<file path="src/rtl/reel_spin_ctrl.sv">
// Three-reel spin sequencer: accepts a spin request, steps the reels at a fixed
// tick rate and stops reel 1, 2, 3 in order on their latched targets.
module reel_spin_ctrl #(
    parameter int NUM_SYMBOLS = 10,
    parameter int STEP_DIV    = 4,
    parameter int MIN_STEPS   = 20,
    parameter int STAGGER     = 10
) (
    input  logic       clk,
    input  logic       reset,
    input  logic       start_spin,
    input  logic [3:0] target1,
    input  logic [3:0] target2,
    input  logic [3:0] target3,
    output logic [3:0] reel1_pos,
    output logic [3:0] reel2_pos,
    output logic [3:0] reel3_pos,
    output logic [2:0] reel_moving,
    output logic       busy,
    output logic       spin_done,
    output logic       overrun,
    output logic       bad_target
);

    localparam int               DIV_W    = (STEP_DIV > 2) ? $clog2(STEP_DIV) : 1;
    localparam logic [DIV_W-1:0] DIV_LAST = DIV_W'(STEP_DIV - 1);
    localparam logic [3:0]       POS_LAST = 4'(NUM_SYMBOLS - 1);
    localparam logic [7:0]       MIN_T    = 8'(MIN_STEPS);
    localparam logic [7:0]       STAG_T   = 8'(STAGGER);

    typedef enum logic [2:0] {IDLE, SPIN3, SPIN2, SPIN1, DONE} state_t;

    state_t           state, state_nxt;
    logic             start_q;
    logic [DIV_W-1:0] divider, divider_nxt;
    logic [7:0]       tick_cnt, tick_cnt_nxt;
    logic [7:0]       stop_tick, stop_tick_nxt;
    logic [3:0]       tgt1, tgt2, tgt3, tgt1_nxt, tgt2_nxt, tgt3_nxt;
    logic [3:0]       pos1_nxt, pos2_nxt, pos3_nxt;
    logic [2:0]       moving_nxt;
    logic             busy_nxt, done_nxt, overrun_nxt, bad_nxt;

    logic             req, tick;
    logic [7:0]       tick_inc, since_stop;
    logic [3:0]       inc1, inc2, inc3;

    function automatic logic [3:0] next_pos(input logic [3:0] p);
        return (p == POS_LAST) ? 4'd0 : p + 4'd1;
    endfunction

    function automatic logic is_bad(input logic [3:0] t);
        return (int'(t) >= NUM_SYMBOLS);
    endfunction

    // Stop tests look at the post-increment position of the same tick.
    always_comb begin
        req        = start_spin & ~start_q;
        tick       = (divider == DIV_LAST);
        tick_inc   = (tick_cnt == 8'hFF) ? tick_cnt : tick_cnt + 8'd1;
        since_stop = tick_inc - stop_tick;
        inc1       = next_pos(reel1_pos);
        inc2       = next_pos(reel2_pos);
        inc3       = next_pos(reel3_pos);

        state_nxt     = state;
        divider_nxt   = divider;
        tick_cnt_nxt  = tick_cnt;
        stop_tick_nxt = stop_tick;
        tgt1_nxt      = tgt1;
        tgt2_nxt      = tgt2;
        tgt3_nxt      = tgt3;
        pos1_nxt      = reel1_pos;
        pos2_nxt      = reel2_pos;
        pos3_nxt      = reel3_pos;
        moving_nxt    = reel_moving;
        busy_nxt      = busy;
        done_nxt      = 1'b0;
        overrun_nxt   = overrun;
        bad_nxt       = bad_target;

        case (state)
            IDLE: begin
                if (req) begin
                    tgt1_nxt      = is_bad(target1) ? 4'd0 : target1;
                    tgt2_nxt      = is_bad(target2) ? 4'd0 : target2;
                    tgt3_nxt      = is_bad(target3) ? 4'd0 : target3;
                    bad_nxt       = bad_target | is_bad(target1) | is_bad(target2) | is_bad(target3);
                    overrun_nxt   = 1'b0;
                    busy_nxt      = 1'b1;
                    moving_nxt    = 3'b111;
                    divider_nxt   = '0;
                    tick_cnt_nxt  = 8'd0;
                    stop_tick_nxt = 8'd0;
                    state_nxt     = SPIN3;
                end
            end
            SPIN3, SPIN2, SPIN1: begin
                if (req) overrun_nxt = 1'b1;
                divider_nxt = tick ? '0 : divider + 1'b1;
                if (tick) begin
                    tick_cnt_nxt = tick_inc;
                    if (reel_moving[0]) pos1_nxt = inc1;
                    if (reel_moving[1]) pos2_nxt = inc2;
                    if (reel_moving[2]) pos3_nxt = inc3;
                    case (state)
                        SPIN3: if (tick_inc >= MIN_T && inc1 == tgt1) begin
                            moving_nxt[0] = 1'b0;
                            stop_tick_nxt = tick_inc;
                            state_nxt     = SPIN2;
                        end
                        SPIN2: if (since_stop >= STAG_T && inc2 == tgt2) begin
                            moving_nxt[1] = 1'b0;
                            stop_tick_nxt = tick_inc;
                            state_nxt     = SPIN1;
                        end
                        SPIN1: if (since_stop >= STAG_T && inc3 == tgt3) begin
                            moving_nxt[2] = 1'b0;
                            state_nxt     = DONE;
                        end
                        default: ;
                    endcase
                end
            end
            DONE: begin
                if (req) overrun_nxt = 1'b1;
                done_nxt  = 1'b1;
                busy_nxt  = 1'b0;
                state_nxt = IDLE;
            end
            default: state_nxt = IDLE;
        endcase
    end

    always_ff @(posedge clk or posedge reset) begin
        if (reset) begin
            state       <= IDLE;
            start_q     <= 1'b0;
            divider     <= '0;
            tick_cnt    <= 8'd0;
            stop_tick   <= 8'd0;
            tgt1        <= 4'd0;
            tgt2        <= 4'd0;
            tgt3        <= 4'd0;
            reel1_pos   <= 4'd0;
            reel2_pos   <= 4'd0;
            reel3_pos   <= 4'd0;
            reel_moving <= 3'b000;
            busy        <= 1'b0;
            spin_done   <= 1'b0;
            overrun     <= 1'b0;
            bad_target  <= 1'b0;
        end else begin
            state       <= state_nxt;
            start_q     <= start_spin;
            divider     <= divider_nxt;
            tick_cnt    <= tick_cnt_nxt;
            stop_tick   <= stop_tick_nxt;
            tgt1        <= tgt1_nxt;
            tgt2        <= tgt2_nxt;
            tgt3        <= tgt3_nxt;
            reel1_pos   <= pos1_nxt;
            reel2_pos   <= pos2_nxt;
            reel3_pos   <= pos3_nxt;
            reel_moving <= moving_nxt;
            busy        <= busy_nxt;
            spin_done   <= done_nxt;
            overrun     <= overrun_nxt;
            bad_target  <= bad_nxt;
        end
    end

endmodule

</file>
<file path="config.mk">
export PLATFORM = sky130hd
export DESIGN_NAME = reel_spin_ctrl
export DESIGN_NICKNAME = d
export VERILOG_FILES = /design/src/rtl/reel_spin_ctrl.sv
export SDC_FILE = /design/constraint.sdc
export NUM_CORES = 1
export LEC_CHECK = 0
export CAP_MARGIN = 20
export CORE_AREA = 10 10 100 124
export CTS_CLUSTER_SIZE = 16
export DETAILED_ROUTE_END_ITERATION = 10
export DIE_AREA = 0 0 110 134
export PLACE_DENSITY = 0.48
export SLEW_MARGIN = 10
export SYNTH_ARGS = -nofsm -noshare
export SYNTH_HDL_FRONTEND = slang
export SYNTH_SLANG_ARGS = --single-unit
</file>
<file path="constraint.sdc">
create_clock -name clk -period 3.85 [get_ports clk]
set_input_delay 0.77 -clock clk [delete_from_list [all_inputs] [get_ports clk]]
set_output_delay 0.77 -clock clk [all_outputs]
set_load 0.1 [all_outputs]
</file>
### Cell sizes after repair

(3 px per µm)
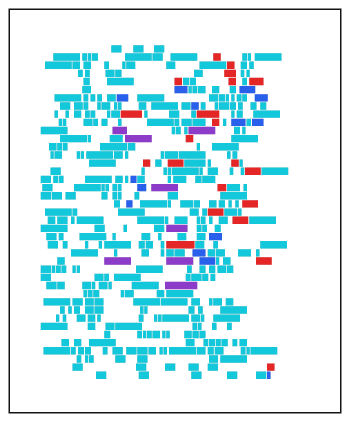
| color | size | cells | share |
|---|---|---|---|
| cyan | drive 1 or less | 363 | 89% |
| red | drive 3 to 4 | 21 | 5.2% |
| purple | drive 6 and up | 8 | 2.0% |
| blue | drive 2 | 14 | 3.4% |

### Met1 routing

(4 px per µm) Supply wires on this layer in gray. Cells faint in the background.
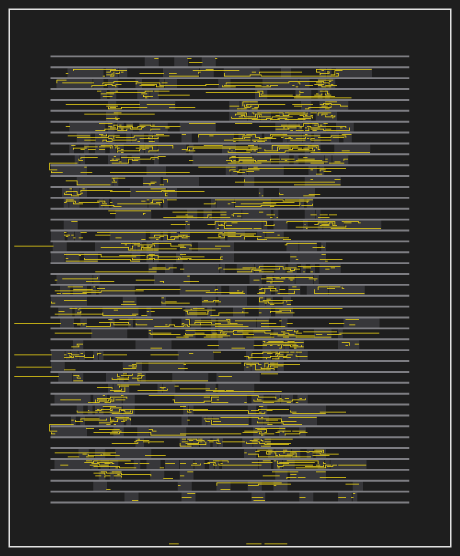
wire length on this layer: 3780 µm
main direction: horizontal
longest straight run: 27.4 µm
nets with wire on the layer: 406
share of all routed wire: 46%
final wirelength: 8.31 mm
total number of vias: 2758
GR Layer Usage met1: 14.5%

### Nets reached from selected ports

(3 px per µm)
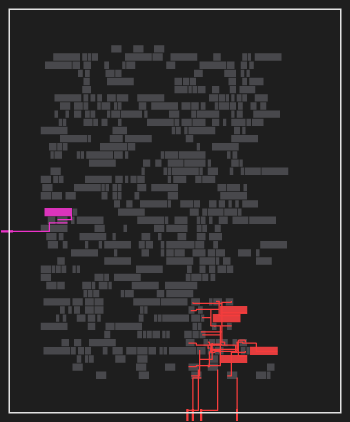
| color | port | bits | direction | end cells | buffers | wire |
|---|---|---|---|---|---|---|
| red | `reel2_pos` | 4 | output | 4 | 4 | 296 µm |
| magenta | `busy` | 1 | output | 1 | 1 | 28.0 µm |

### Placement density heat map

(3 px per µm) The die is cut into 11 by 13 equal tiles; dark blue is low, red is high, 0 to 100% covered.
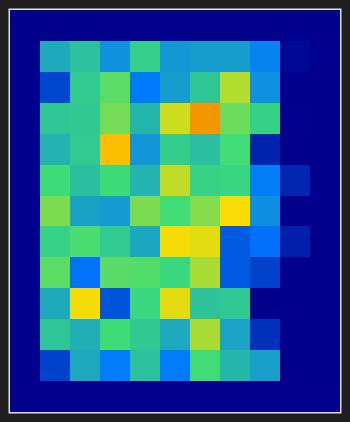
nearly empty tiles: 38%
mean over tiles: 27%
emptiest ninth of the die: lower right
tiles over 75% full: 1.4%
fullest tile: 83%
densest ninth of the die: center
core area: 10000 µm²
core occupancy in the finished layout: 40.9%
Starting Density: 34.0%

==> design notes <==
The run finished with clean final reports. In the power breakdown, the internal column shows 0.000897 W. Most frequent cell on the critical path: ha_1.

The cell count of the worst hold path came out at 1. The stage logs contain a warning count of 28. The timing report lists the critical path depth as 13 cells. After clock tree synthesis, the setup repair step added 0 buffers. In this design, the stage delay of the slowest critical-path cell is 0.44 ns. Multi-input logic gates represent a cell area share of 47.2%. Registers take 1330 µm².

In this run, synthesis inferred 0 flip-flops with an integrated enable. The final timing summary puts the cycle share of the worst path at 94.8%. Before antenna repair, the detailed router went through 4 iterations.

The clock network takes up 4.32% of total cell area after layout. The logs give 0.000231 W for the switching power of the nets and 0 for the max-cap violation count. The arrival time at the worst endpoint was 3.83 ns; the flip-flop and latch power was 0.000557 W. Post-synthesis sequential area ratio: 39.0%.

The stat command in Yosys gives a chip area of 3400 µm². The global route stage reports its total congestion overflow as 0. The root buffer cell chosen for the clock tree is clkbuf_16. The run gives 6 for the clock buffer count in the final layout. For this run, the detailed router reports a per-instance via density of 5.16. The run gives 2.59% as the met3 track utilization from global routing.

The largest registers in the layout are stop_tick (8), tick_cnt (8). In this run the deepest clock path goes through 2 buffers. The tools report the number of primary I/O pins as 34. Global routing put the most usage on met2. Across the VDD grid, the largest voltage drop is 0.000163 V. From left edge to right edge, the die measures 110 µm.

The final layout reports a setup TNS of 0 ns. The tools report the number of antenna-violating nets in the routed design as 0. The synthesis report names the predominant flop master as dfrtp_1.

After synthesis, the netlist uses 64 different library cells. The registers of the reported paths see a clock transition of 0.07 ns. Traced cell by cell, the critical path runs through ha_1, nand4_4, xnor2_1, ha_1, fa_1, nand2b_1, a21oi_1, nor3_1, o21ai_0, a31oi_2, o221ai_4, buf_12, mux2_4. Largest family of logic cells by area: simple AND/OR/NAND/NOR gates.

Most used standard cell by instance count after synthesis: dfrtp_1. In the post-synthesis netlist, the biggest area contributors are dfrtp_1 39%, nand2_1 5.0%, o21ai_0 4.1%, ha_1 3.7%, xnor2_1 3.6%. After detailed routing, the average wire length per cell comes to 15.5 µm. The die height came out at 134 µm. The combined buffer and inverter count along the critical path is 1. Counting the buffers created by CTS gives 5.

The quantity of hold-fixing buffers added after cts is 0, and the post-route worst setup slack is 0.200 ns. The count of buffers from port buffering was 33. The largest delay contributor family on the critical path is AND-OR/OR-AND gates. The count of mapped cells out of synthesis is 372. The finished cells cover 4090 µm².

Looking at the critical path, the highest net fanout was 7. Per the detail_route log, the uppermost layer with routed signals is met4. Terminus of the critical flop-to-flop path: stop_tick[2]. The run gives 372 as the number of standard cells reported by yosys. The path category of the worst min-delay check was flip-flop to flip-flop. The H-tree was split into 2 levels. The tools report the total routed wire length on the met1 layer as 3.78 mm. The setup check on the worst reg-to-reg path leaves a slack of 0.20 ns. The startpoint class of the critical path was a flip-flop. Setup repair after global routing left no endpoint under its margin. The fraction of synthesized cell area taken by the top area cell type was 39.0%; the tapcell count was 129.

The number of gates resized after CTS was 0. The flow measured a signed area growth from synthesis to layout of 20.1%. After Yosys synthesis, XOR and XNOR cells account for 4.63% of the synthesized area.

Fraction of registers with async set or reset after synthesis: 100%. The number of nets handed over by synthesis was 398. After floorplanning, the die was sized to cover 14700 µm². For the count of pins over their slew limit, the log shows 0. The layout summary lists the proportion of cells stronger than drive strength 1 as 10.6%. The tools report the number of remaining DRC errors as 0.

For reference, the most critical setup path is categorized as flip-flop to flip-flop. Most area-hungry cell type in the Yosys netlist: dfrtp_1. The share of total power dissipated in the clock network is 47.7%.

The routability congestion estimate from global placement is 0.837, and the switching share of power is 20.5%. The number of non-clock inverters came out at 22. A synthesized cell averages 9.15 µm². The post-synthesis simple-gate area fraction is 22.9%.

Leaving out fill and tap cells, the most frequent cell in the layout is dfrtp_1. The worst clock skew came out at 0.00592 ns. The placement row count is 41. The power attributed to combinational cells is 0.0000337 W, and the power share of the combinational group is 3.0%. The run gives 2845 as the via count of the first global-routing pass.

The report lists the power per cell area as 276 nW/µm². The layout report lists the multi-input gate area as 1930 µm². With the headroom to the max-slew limit at 33.2%, the total routing resource utilization after global routing is 11.9%.

Looking at the max-slew report, the worst-margin pin has a slew of 0.998 ns. The synthesized area came out at 3400 µm². STA lists the startpoint of the worst register-to-register path as tick_cnt[0]. The run gives 20.0% for the aoi/oai-family share of the synthesized area. With the half-perimeter wire length after detailed placement at 6.12 mm, the total clock sinks is 53.

STA classifies the critical path endpoint as a flip-flop. The logs give 0 for the number of antenna violations at the first check in global routing and 1006 for the number of inserted filler cells in the final layout. Sequential cells burn 49.3% of the power. With the final-report setup violation count at 0, the number of cell instances on the worst register-to-register path is 13. The design draws 0.00113 W.

The group that draws the most power in this run is sequential cells. The run gives 42 for the count of buffers not belonging to the clock network in the layout. The post-synth register bit count is 53. The cell area after placement was 3880 µm²; the post-synthesis share of cell area spent on full adders, half adders and majority gates was 4.26%. The startpoint identified for the worst hold timing path is bad_target. Per the area breakdown, the dominant cell category is logic gates. Per the timing report, the achievable frequency comes out to 0.274 GHz. The number of combinational gates with multiple inputs is 281. On the final layout, the worst hold slack is 0.460 ns. The number of cells after detailed placement is 526.

Routing resource usage on met2 recorded by global route was 20.3%. For the violation count after the first detailed-routing iteration, the log shows 79. In the finished design the tool counted flip-flops and latches totalling 53. Per the detail_route log, met2 wirelength is 4.15 mm. The synthesis log from Yosys contains 0 warnings. TritonCTS built the clock tree. The tools report the startpoint of the worst setup timing path as tick_cnt[0]. The largest individual stage delay along the critical path comes from the cell dfrtp_1.

The hold violation count in the final report is 0, and the source-to-sink clock delay at the later pin of the worst-skew pair is 0.29 ns. For the static leakage power, the log shows 1.84 nW. The reported clock group power is 0.000538 W, and the required time at the endpoint of the critical path is 4.03 ns.

Measured on the final layout, buffering overhead outside the clock network stands at 10.0%. The maximum number of pins on one net before global-route repair is 54. Endpoint of the most critical setup path: stop_tick[2]. By count the netlist is led by 53 x dfrtp_1, 45 x nand2_1, 28 x o21ai_0, 24 x nor2_1, 22 x inv_1. The post-route non-filler standard cell count is 535. The pre-CTS setup slack came out at 0.184 ns.
Power figures rest on the tool's default switching activity, not on a simulated workload.
